==> config.mk <==
export PLATFORM = sky130hd
export DESIGN_NAME = sc_regwrite_sequencer
export DESIGN_NICKNAME = d
export VERILOG_FILES = /design/src/rtl/sc_regwrite_sequencer.sv
export SDC_FILE = /design/constraint.sdc
export NUM_CORES = 1
export LEC_CHECK = 0
export ABC_CLOCK_PERIOD_IN_PS = 5800
export CORE_UTILIZATION = 53
export DETAILED_ROUTE_END_ITERATION = 8
export GPL_ROUTABILITY_DRIVEN = 0
export GPL_TIMING_DRIVEN = 0
export MAX_ROUTING_LAYER = met4
export PLACE_DENSITY_LB_ADDON = 0.08
export SLEW_MARGIN = 10
export SYNTH_ARGS = -nofsm -noshare
export SYNTH_HDL_FRONTEND = slang
export SYNTH_SLANG_ARGS = --single-unit
==> constraint.sdc <==
create_clock -name SC_RegWRITE_CLOCK_50 -period 5.8 [get_ports SC_RegWRITE_CLOCK_50]
set_input_delay 1.16 -clock SC_RegWRITE_CLOCK_50 [delete_from_list [all_inputs] [get_ports SC_RegWRITE_CLOCK_50]]
set_output_delay 1.16 -clock SC_RegWRITE_CLOCK_50 [all_outputs]
set_load 0.02 [all_outputs]
==> src/rtl/sc_regwrite_sequencer.sv <==
// Register-bank write-back sequencer: FIFO-buffered writes drained as one-hot active-low strobes, plus ordered bank clear.
// Latency: accept at edge N strobes from edge N+1; wrReady drops when full, while a clear is pending, or during CLEAR.
module sc_regwrite_sequencer #(
  parameter int DATAWIDTH  = 32,
  parameter int ADDRWIDTH  = 5,
  parameter int FIFO_DEPTH = 4,
  localparam int NUMREGS   = 2**ADDRWIDTH,
  localparam int PTRW      = $clog2(FIFO_DEPTH),
  localparam int CNTW      = PTRW + 1
) (
  input  logic                 SC_RegWRITE_CLOCK_50,
  input  logic                 SC_RegWRITE_RESET_InLow,
  input  logic                 SC_RegWRITE_wrValid_InHigh,
  input  logic [ADDRWIDTH-1:0] SC_RegWRITE_wrAddr_InBUS,
  input  logic [DATAWIDTH-1:0] SC_RegWRITE_wrData_InBUS,
  output logic                 SC_RegWRITE_wrReady_OutHigh,
  input  logic                 SC_RegWRITE_clearAll_InHigh,
  output logic [NUMREGS-1:0]   SC_RegWRITE_DecoC_OutBUS,
  output logic [NUMREGS-1:0]   SC_RegWRITE_clear_OutBUS,
  output logic [DATAWIDTH-1:0] SC_RegWRITE_data_OutBUS,
  output logic [CNTW-1:0]      SC_RegWRITE_count_OutBUS,
  output logic                 SC_RegWRITE_busy_OutHigh
);

  typedef enum logic [1:0] {ST_IDLE, ST_WRITE, ST_CLEAR} state_t;

  logic [ADDRWIDTH+DATAWIDTH-1:0] mem_q [FIFO_DEPTH];
  logic [PTRW-1:0]      wr_ptr_q, wr_ptr_d, rd_ptr_q, rd_ptr_d;
  logic [CNTW-1:0]      count_q, count_d;
  logic                 pend_q, pend_d;
  state_t               state_q, state_d;
  logic [NUMREGS-1:0]   deco_q, deco_d, clear_q, clear_d;
  logic [DATAWIDTH-1:0] data_q, data_d;
  logic                 ready, push, pop, fifo_empty;
  logic [ADDRWIDTH-1:0] head_addr;
  logic [DATAWIDTH-1:0] head_data;
  logic [NUMREGS-1:0]   head_onehot;

  assign fifo_empty  = (count_q == '0);
  assign ready       = (count_q < CNTW'(FIFO_DEPTH)) && !pend_q && (state_q != ST_CLEAR);
  assign push        = SC_RegWRITE_wrValid_InHigh && ready;
  assign {head_addr, head_data} = mem_q[rd_ptr_q];
  assign head_onehot = {{(NUMREGS-1){1'b0}}, 1'b1} << head_addr;

  always_comb begin
    state_d = state_q;
    deco_d  = '1;
    clear_d = '1;
    data_d  = data_q;
    pop     = 1'b0;
    // A clearAll sampled on the edge leaving CLEAR must survive as a fresh request.
    pend_d  = SC_RegWRITE_clearAll_InHigh ? 1'b1 : pend_q;
    case (state_q)
      ST_IDLE, ST_WRITE: begin
        if (!fifo_empty) begin
          pop     = 1'b1;
          deco_d  = ~head_onehot;
          data_d  = head_data;
          state_d = ST_WRITE;
        end else if (pend_q) begin
          clear_d = '0;
          state_d = ST_CLEAR;
        end else begin
          state_d = ST_IDLE;
        end
      end
      ST_CLEAR: begin
        state_d = ST_IDLE;
        if (!SC_RegWRITE_clearAll_InHigh) pend_d = 1'b0;
      end
      default: state_d = ST_IDLE;
    endcase
  end

  assign wr_ptr_d = wr_ptr_q + PTRW'(push);
  assign rd_ptr_d = rd_ptr_q + PTRW'(pop);
  assign count_d  = count_q + CNTW'(push) - CNTW'(pop);

  always_ff @(posedge SC_RegWRITE_CLOCK_50) begin
    if (push) mem_q[wr_ptr_q] <= {SC_RegWRITE_wrAddr_InBUS, SC_RegWRITE_wrData_InBUS};
  end

  always_ff @(posedge SC_RegWRITE_CLOCK_50 or negedge SC_RegWRITE_RESET_InLow) begin
    if (!SC_RegWRITE_RESET_InLow) begin
      wr_ptr_q <= '0;
      rd_ptr_q <= '0;
      count_q  <= '0;
      pend_q   <= 1'b0;
      state_q  <= ST_IDLE;
      deco_q   <= '1;
      clear_q  <= '1;
      data_q   <= '0;
    end else begin
      wr_ptr_q <= wr_ptr_d;
      rd_ptr_q <= rd_ptr_d;
      count_q  <= count_d;
      pend_q   <= pend_d;
      state_q  <= state_d;
      deco_q   <= deco_d;
      clear_q  <= clear_d;
      data_q   <= data_d;
    end
  end

  assign SC_RegWRITE_wrReady_OutHigh = ready;
  assign SC_RegWRITE_DecoC_OutBUS    = deco_q;
  assign SC_RegWRITE_clear_OutBUS    = clear_q;
  assign SC_RegWRITE_data_OutBUS     = data_q;
  assign SC_RegWRITE_count_OutBUS    = count_q;
  assign SC_RegWRITE_busy_OutHigh    = (count_q != '0) || pend_q || (state_q != ST_IDLE);

endmodule

==> metrics.log, run 1 <==
[metrics] run summary
INFO  metric tightest_slew = ~0.7 ns
INFO  metric synth_sequential_area_ratio = about 76%
INFO  metric dpl.hpwl = 9870 µm
INFO  metric grt.met3_usage = under 10%
INFO  metric initial_core_util = 54.7%
INFO  metric cts.htree.levels = 1
INFO  metric critical_path_cell_count = 3
INFO  metric grt_use_met1 = a little over a quarter
INFO  metric grtUsageTotal = between 10% and 20%
INFO  metric clk_latency_worst_skew_pair = 0.49 ns
INFO  metric rr_startpoint = SC_RegWRITE_count_OutBUS[2]
INFO  metric flops = roughly 220
INFO  metric seq_share = between 50 and 60%
INFO  metric mappedNetlistArea = 8380 µm²
INFO  metric drt_pre_antenna_iters = 4
INFO  metric post_synth_xor_xnor_area = less than 1%
INFO  metric timing_hold_violations_final = 0
INFO  metric grt_antenna_before_repair = 0
INFO  metric powerDensity = about 500 nW/µm²
INFO  metric timing.critical_path.slowest_stage_cell = sky130_fd_sc_hd__clkdlybuf4s50_1
INFO  metric worstSetupEndpoint = SC_RegWRITE_busy_OutHigh
INFO  metric synthDistinctLibCells = 32
INFO  metric routed_wire_length_per_instance = around 18 µm
INFO  metric status = complete, no violations
INFO  metric top_register = mem_q
INFO  metric clkSinkCount = roughly 220
INFO  metric row_count = roughly 45
INFO  metric grt_max_degree = between 50 and 60
INFO  metric die_x = around 130 µm
INFO  metric critical-path-max-stage-delay = between 0.5 and 0.6 ns
INFO  metric crit_required = approximately 4.6 ns
INFO  metric post-synth-top-count-cell = sky130_fd_sc_hd__edfxtp_1
INFO  metric drc = 0
INFO  metric amount_of_wire_on_met3_after_detailed_routing = ~790 µm
INFO  metric synthTopCellsByCount = sky130_fd_sc_hd__edfxtp_1, sky130_fd_sc_hd__dfrtp_1, sky130_fd_sc_hd__mux4_2, sky130_fd_sc_hd__buf_4, sky130_fd_sc_hd__dfstp_2
INFO  metric grt-ovfl-total = 0
==> run 1: placed cells by master (no fill, tap or decap), drive strengths merged, types with 3 or more instances in the layout <==
cell type	synthesis	routed
dfstp	33	33
and2	3	3
buf	47	62
ha	4	4
nor2	4	4
nor3	4	4
dfrtp	42	42
clkdlybuf4s50	0	140
clkbuf	3	31
clkinv	0	9
nand3	32	32
mux2	32	32
edfxtp	148	148
nor3b	3	3
inv	5	5
nor2b	4	4
mux4	37	37
==> run 1: power breakdown <==
| group | internal [µW] | leakage (µW) | switching, µW | total, µW |
|---|---|---|---|---|
| Clock | 826 | 0.000352 | 558 | 1380 |
| Combinational | 1090 | 0.00140 | 954 | 2050 |
| Sequential | 1930 | 0.00217 | 151 | 2080 |
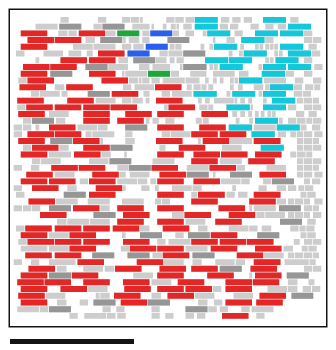
**Above:** run 1 (where the registers sit).
Scale bar: 50 µm. Other sequential cells in the stronger gray, the rest of the logic in the fainter gray.
legend:
  `SC_RegWRITE_count_OutBUS`:
    color: blue
    flops: 3
  `SC_RegWRITE_DecoC_OutBUS`:
    color: cyan
    flops: 32
    where: top right
  `mem_q`:
    color: red
    flops: 148
    where: spread over the die
  `wr_ptr_q`:
    color: green
    flops: 2
power attributed to sequential cells: 2080 µW
post-route core utilization: 71.5%

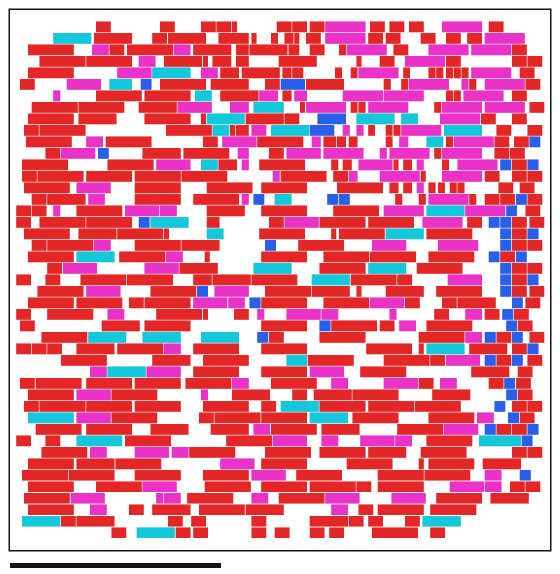
**Above:** run 1 (cell sizes after repair).
Scale bar: 50 µm.
legend:
  _3 and _4 cells:
    color: blue
    cells: 46
    share: 7.6%
  _2 cells:
    color: magenta
    cells: 125
    share: 21%
  _6 and larger:
    color: cyan
    cells: 36
    share: 5.9%
  _0 and _1 cells:
    color: red
    cells: 401
    share: 66%
area grow syn2layout: 30.6%
min setup slack post-route: 2.29 ns
number of ordinary and repair buffers in the finished layout: 205
Finished Cell Area: 10900 µm²

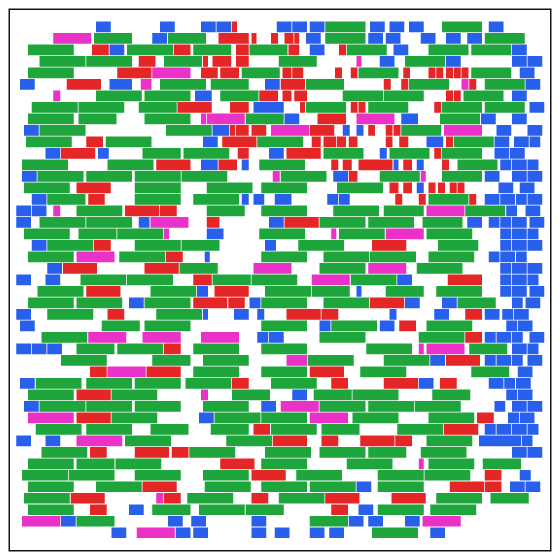
**Above:** run 1 (placement by cell class).
legend:
  other buffers and delay cells:
    color: blue
    cells: 205
    share_of_their_area: 18%
  flops:
    color: green
    cells: 223
    share_of_their_area: 60%
  clock drivers and dummy loads:
    color: magenta
    cells: 40
    share_of_their_area: 6.7%
  combinational and other logic:
    color: red
    cells: 140
    share_of_their_area: 16%

--- run 2 (diff from run 1) ---
--- a/config.mk
+++ b/config.mk
@@ -5,7 +5,7 @@
 export SDC_FILE = /design/constraint.sdc
 export NUM_CORES = 1
 export LEC_CHECK = 0
-export ABC_CLOCK_PERIOD_IN_PS = 5800
+export ABC_CLOCK_PERIOD_IN_PS = 3600
 export CORE_UTILIZATION = 53
 export DETAILED_ROUTE_END_ITERATION = 8
 export GPL_ROUTABILITY_DRIVEN = 0
==> constraint.sdc (replaced) <==
create_clock -name SC_RegWRITE_CLOCK_50 -period 3.6 [get_ports SC_RegWRITE_CLOCK_50]
set_input_delay 0.72 -clock SC_RegWRITE_CLOCK_50 [delete_from_list [all_inputs] [get_ports SC_RegWRITE_CLOCK_50]]
set_output_delay 0.72 -clock SC_RegWRITE_CLOCK_50 [all_outputs]
set_load 0.02 [all_outputs]
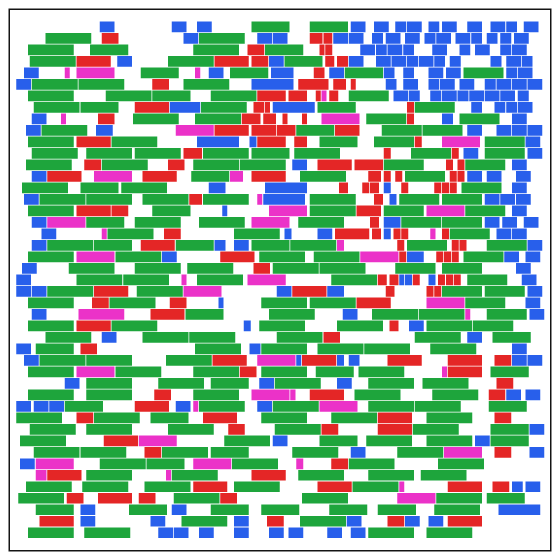
**Above:** run 2 (placement by cell class).
Finished Cell Area: 11000 µm²
share of cell area taken by flip-flops and latches: 57.9%
core area: 15300 µm²
row count: 45
post-route core utilization: 71.8%

==> run 2 against run 1 <==
  * Die size is the same
  * Register-to-register slack lost 2.3 ns
  * Utilization increased by 0.34 points
  * Critical endpoint unchanged
  * Largest power group unchanged
  * Highest routed layer unchanged
==> metrics.log, run 2 <==
[metrics] run summary
INFO  metric dpl.hpwl = 10200 µm (+3.0%)
INFO  metric synthTopCellsByCount = sky130_fd_sc_hd__edfxtp_1, sky130_fd_sc_hd__dfrtp_1, sky130_fd_sc_hd__mux4_2, sky130_fd_sc_hd__buf_4, sky130_fd_sc_hd__dfstp_2
INFO  metric initial_core_util = 54.7% (unchanged)
INFO  metric worst_ir_drop_vdd = 532 µV
INFO  metric mappedNetlistArea = 8380 µm² (unchanged)
INFO  metric clock_power_share = 24.5% (-0.6 points)
INFO  metric power_attributed_to_sequential_cells = 3360 µW (+62%)
INFO  metric cts_resized = 0
INFO  metric drt_pre_antenna_iters = 4 (unchanged)
INFO  metric cts.htree.levels = 1 (unchanged)
INFO  metric layout_top_cells = sky130_fd_sc_hd__edfxtp_1, sky130_fd_sc_hd__clkdlybuf4s50_1, sky130_fd_sc_hd__dfrtp_1
INFO  metric amount_of_wire_on_met3_after_detailed_routing = 687 µm (-13%)
INFO  metric drc = 0 (unchanged)
INFO  metric timing.final.ws_setup = 0.507 ns (-1.78 ns)
INFO  metric post-synth-top-count-cell = sky130_fd_sc_hd__edfxtp_1
INFO  metric grt_antenna_before_repair = 0 (unchanged)
INFO  metric grt.met3_usage = 3.30% (-0.29 points)
INFO  metric routed_wire_length_per_instance = 18.7 µm (+2.1%)
INFO  metric combinationalPower = 3320 µW (+62%)
INFO  metric synthDistinctLibCells = 32 (unchanged)
INFO  metric status = complete, no violations
INFO  metric critical_path_cell_count = 3 (unchanged)
INFO  metric reg2reg_to = SC_RegWRITE_count_OutBUS[2]
INFO  metric top_register = mem_q
INFO  metric p_int = 6140 µW (+60%)
INFO  metric arrival = around 2.4 ns
INFO  metric leakagePower = approximately 0.004 µW
INFO  metric total_switching_power = 2700 µW (+63%)
INFO  metric endpoint_kind = output port
INFO  metric sort_of_element_at_the_start_of_the_critical_path = flip-flop
INFO  metric tightest_slew = 0.783 ns (+0.0880 ns)
INFO  metric mostFrequentLayoutCell = sky130_fd_sc_hd__edfxtp_1
INFO  metric critical-path-max-stage-delay = 0.55 ns (about the same)
INFO  metric timing_hold_violations_final = 0 (unchanged)
INFO  metric timing.critical_path.slowest_stage_cell = sky130_fd_sc_hd__clkdlybuf4s50_1
INFO  metric synth_sequential_area_ratio = 75.9% (unchanged)
INFO  metric powerClk = 2160 µW (+57%)
INFO  metric rr_startpoint = SC_RegWRITE_count_OutBUS[2]
INFO  metric grtUsageTotal = 20.6% (+0.93 points)
INFO  metric worstSetupEndpoint = SC_RegWRITE_busy_OutHigh
INFO  metric grt_use_met1 = 25.2% (-1.1 points)
INFO  metric placed_area = 10300 µm²
INFO  metric crit_required = 2.88 ns (-1.76 ns)
INFO  metric largestPowerGroup = sequential cells
INFO  metric share_of_power_burned_in_registers = 38.0% (+0.3 points)
INFO  metric synth_top_flop_cell = sky130_fd_sc_hd__edfxtp_1
INFO  metric area_growth = 31.2%
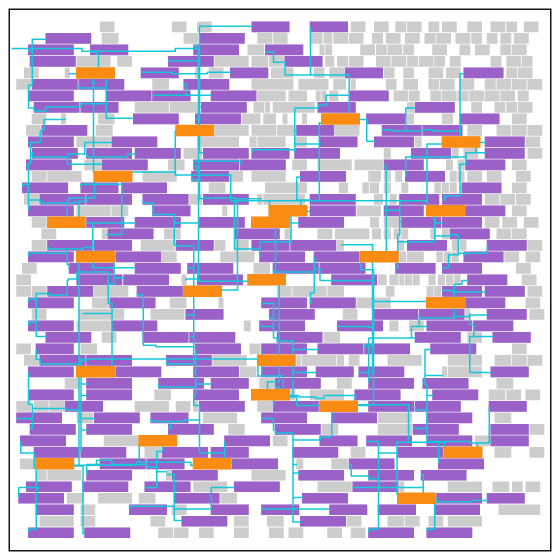
**Above:** run 2 (routed clock nets over the placement).
legend:
  clock drivers:
    color: orange
    count: 23
  clock wires:
    color: cyan
    length: 2380 µm
  flip-flops:
    color: purple
    count: 223
flops lie: spread over the die

-- run 2: cells by family (layout without fill, tap and decap cells) --
logic type      after synthesis  after routing  share of synthesized area, %
mux                          69             69                          14.2
xor+xnor                      4              4                         0.418
compound gates                1              1                        0.0896
flops                       223            223                          75.9
fa+ha+maj                     5              5                         0.836
simple gates                 56             56                          4.13
buf+inv                      55            248                          4.39
-- run 2: area by class of cell --
| cell class | instances | area share, % |
|---|---|---|
| Buffer | 50 | 3.17 |
| Clock buffer | 34 | 5.61 |
| Clock inverter | 8 | 0.614 |
| Inverter | 5 | 0.171 |
| Multi-Input combinational cell | 135 | 15.3 |
| Sequential cell | 223 | 57.9 |
| Tap cell | 211 | 2.40 |
| Timing Repair Buffer | 151 | 14.8 |
--- run 3 (diff from run 2) ---
--- a/config.mk
+++ b/config.mk
@@ -9,7 +9,6 @@
 export CORE_UTILIZATION = 53
 export DETAILED_ROUTE_END_ITERATION = 8
 export GPL_ROUTABILITY_DRIVEN = 0
-export GPL_TIMING_DRIVEN = 0
 export MAX_ROUTING_LAYER = met4
 export PLACE_DENSITY_LB_ADDON = 0.08
 export SLEW_MARGIN = 10
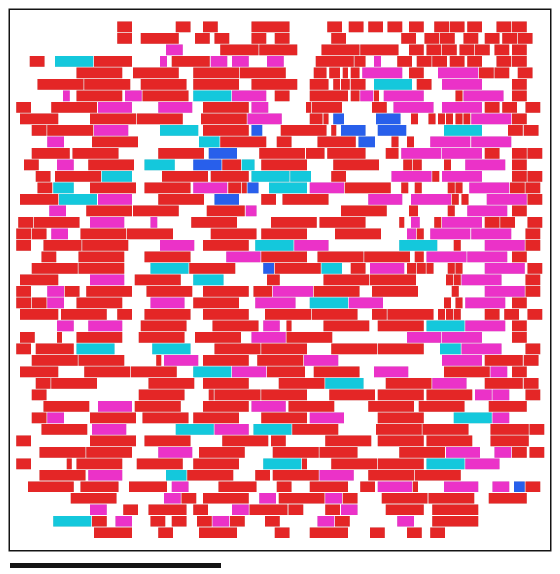
**Above:** run 3 (cell sizes after repair).
Scale bar: 50 µm.
legend:
  _0 and _1 cells:
    color: red
    cells: 396
    share: 72%
  _6 and larger:
    color: cyan
    cells: 33
    share: 6.0%
  _3 and _4 cells:
    color: blue
    cells: 12
    share: 2.2%
  _2 cells:
    color: magenta
    cells: 112
    share: 20%
area grow syn2layout: 25.9%
Finished Cell Area: 10600 µm²
min setup slack post-route: 0.504 ns
number of ordinary and repair buffers in the finished layout: 148

==> run 3 against run 2 <==
  * Combinational power decreased by 14%
  * Cell area decreased by 4.0%
  * Sequential share of layout area rose by 2.4 points
  * Largest cell class unchanged
  * Largest power group unchanged
==> metrics.log, run 3 <==
[metrics] run summary
INFO  metric initial_core_util = 54.7% (unchanged)
INFO  metric grt_use_met1 = 23.6% (-1.7 points)
INFO  metric worst_ir_drop_vdd = 463 µV (-13%)
INFO  metric area_share_clock_buf_inv = 6.79% (+0.57 points)
INFO  metric core-area = 15300 µm² (unchanged)
INFO  metric sort_of_element_at_the_start_of_the_critical_path = flip-flop
INFO  metric amount_of_wire_on_met3_after_detailed_routing = 659 µm (-4.1%)
INFO  metric count_of_clock_buffers_in_the_final_design = 38 (+12%)
INFO  metric synth_sequential_area_ratio = 75.9% (unchanged)
INFO  metric cts.htree.levels = 1 (unchanged)
INFO  metric drt_pre_antenna_iters = 4 (unchanged)
INFO  metric tightest_slew = 0.985 ns (+0.202 ns)
INFO  metric comb_cells = 135 (unchanged)
INFO  metric seq_share = 60.3% (+2.4 points)
INFO  metric cts_resized = 0 (unchanged)
INFO  metric drc = 0 (unchanged)
INFO  metric grt_antenna_before_repair = 0 (unchanged)
INFO  metric endpoint_kind = output port
INFO  metric arrival = 2.38 ns (about the same)
INFO  metric worstSetupEndpoint = SC_RegWRITE_busy_OutHigh
INFO  metric grtUsageTotal = 18.3% (-2.2 points)
INFO  metric total_chip_power = approximately 8500 µW
INFO  metric final-nonclk-buf-share = 14.2% (-3.8 points)
INFO  metric crit_required = 2.88 ns (about the same)
INFO  metric vias_per_instance = ~5.3
INFO  metric reg2reg_to = SC_RegWRITE_count_OutBUS[2]
INFO  metric grt.met3_usage = 2.84% (-0.46 points)
INFO  metric synthDistinctLibCells = 32 (unchanged)
INFO  metric mappedNetlistArea = 8380 µm² (unchanged)
INFO  metric layout.cells.non_filler = about 760
INFO  metric dominant_cells = flip-flops and latches
INFO  metric postLayoutCoreUtil = 68.9% (-2.9 points)
INFO  metric combinational_fraction_of_the_cell_area = 16.0% (+0.69 points)
INFO  metric row_count = 45 (unchanged)
INFO  metric post-synth-top-count-cell = sky130_fd_sc_hd__edfxtp_1
INFO  metric top_register = mem_q
INFO  metric n_tap_cell = 211 (unchanged)
INFO  metric dpl.hpwl = 8650 µm (-15%)
INFO  metric critical_path.cell_chain = or3_1 -> or4_1 -> clkdlybuf4s50_1
INFO  metric routed_wire_length_per_instance = 18.3 µm (-2.0%)
INFO  metric mostFrequentLayoutCell = sky130_fd_sc_hd__edfxtp_1
INFO  metric timing.critical_path.slowest_stage_cell = sky130_fd_sc_hd__clkdlybuf4s50_1
INFO  metric status = complete, no violations
INFO  metric placed_area = 9840 µm² (-4.6%)
INFO  metric critical_path_cell_count = 3 (unchanged)
INFO  metric nNonClkInverters = 5 (unchanged)
INFO  metric layout_top_cells = sky130_fd_sc_hd__edfxtp_1, sky130_fd_sc_hd__clkdlybuf4s50_1, sky130_fd_sc_hd__dfrtp_1
INFO  metric place.detailed.instances = just over 700
INFO  metric synth_top_flop_cell = sky130_fd_sc_hd__edfxtp_1
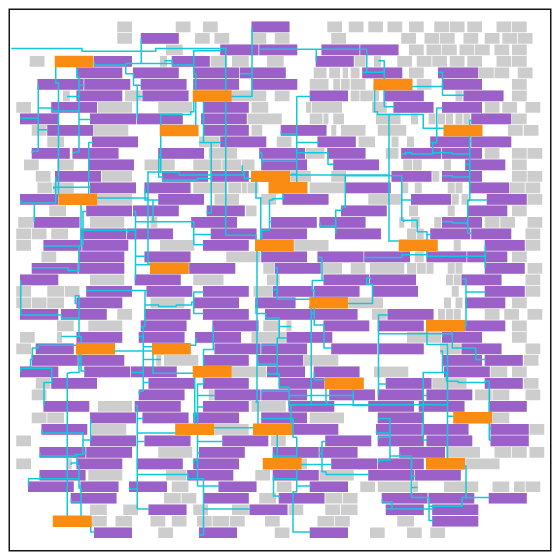
**Above:** run 3 (routed clock nets over the placement).
legend:
  flip-flops:
    color: purple
    count: 223
  clock wires:
    color: cyan
    length: 2260 µm
  clock drivers:
    color: orange
    count: 23
routed clock nets: 24
flops lie: spread over the die
Clk Latency, worst-skew pair: 0.50 ns
clock group power: 2200 µW
Worst Clk Skew: 0.0127 ns

-- run 3: kinds of logic (layout without fill, tap and decap cells) --
kind of cell / count (synthesis) / in the layout / synth area share (%)
AOI/OAI and AO/OA: 1 / 1 / 0.0896
xor gates and xnor gates: 4 / 4 / 0.418
adders and majority gates: 5 / 5 / 0.836
buffers and inverters: 55 / 195 / 4.39
DFF: 223 / 223 / 75.9
muxes: 69 / 69 / 14.2
and+or+nand+nor: 56 / 56 / 4.13
-- run 3: report_power, final --
| group | internal (µW) | switching, µW | total (µW) |
|---|---|---|---|
| Clock | 1310 | 890 | 2200 |
| Sequential | 3110 | 363 | 3470 |
| Combinational | 1520 | 1350 | 2870 |

==> gallery <==
Clock routing.
image #1
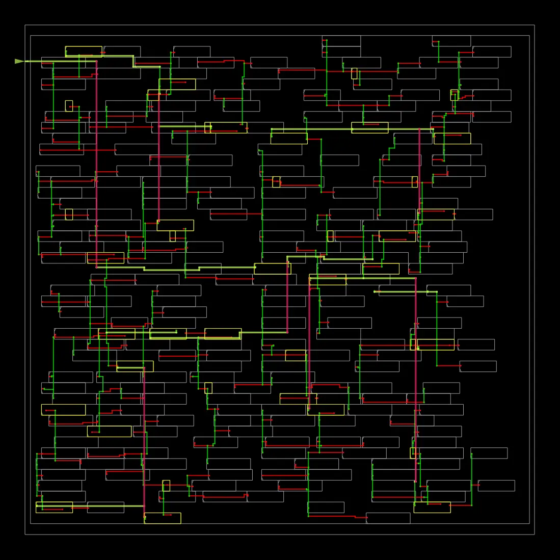
image #2
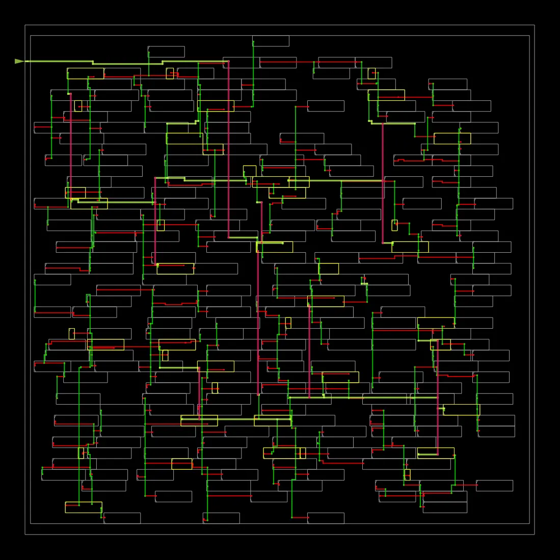
image #3
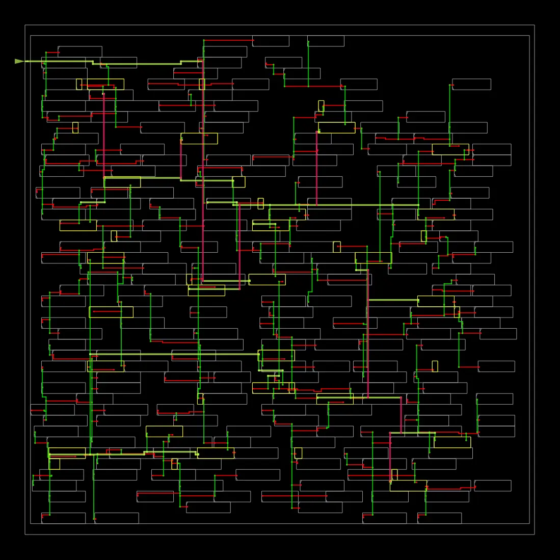
Run 2 is image #3.
Run 3 is image #2.
Run 1 is image #1.

Power is estimated from default activity; no workload was simulated.
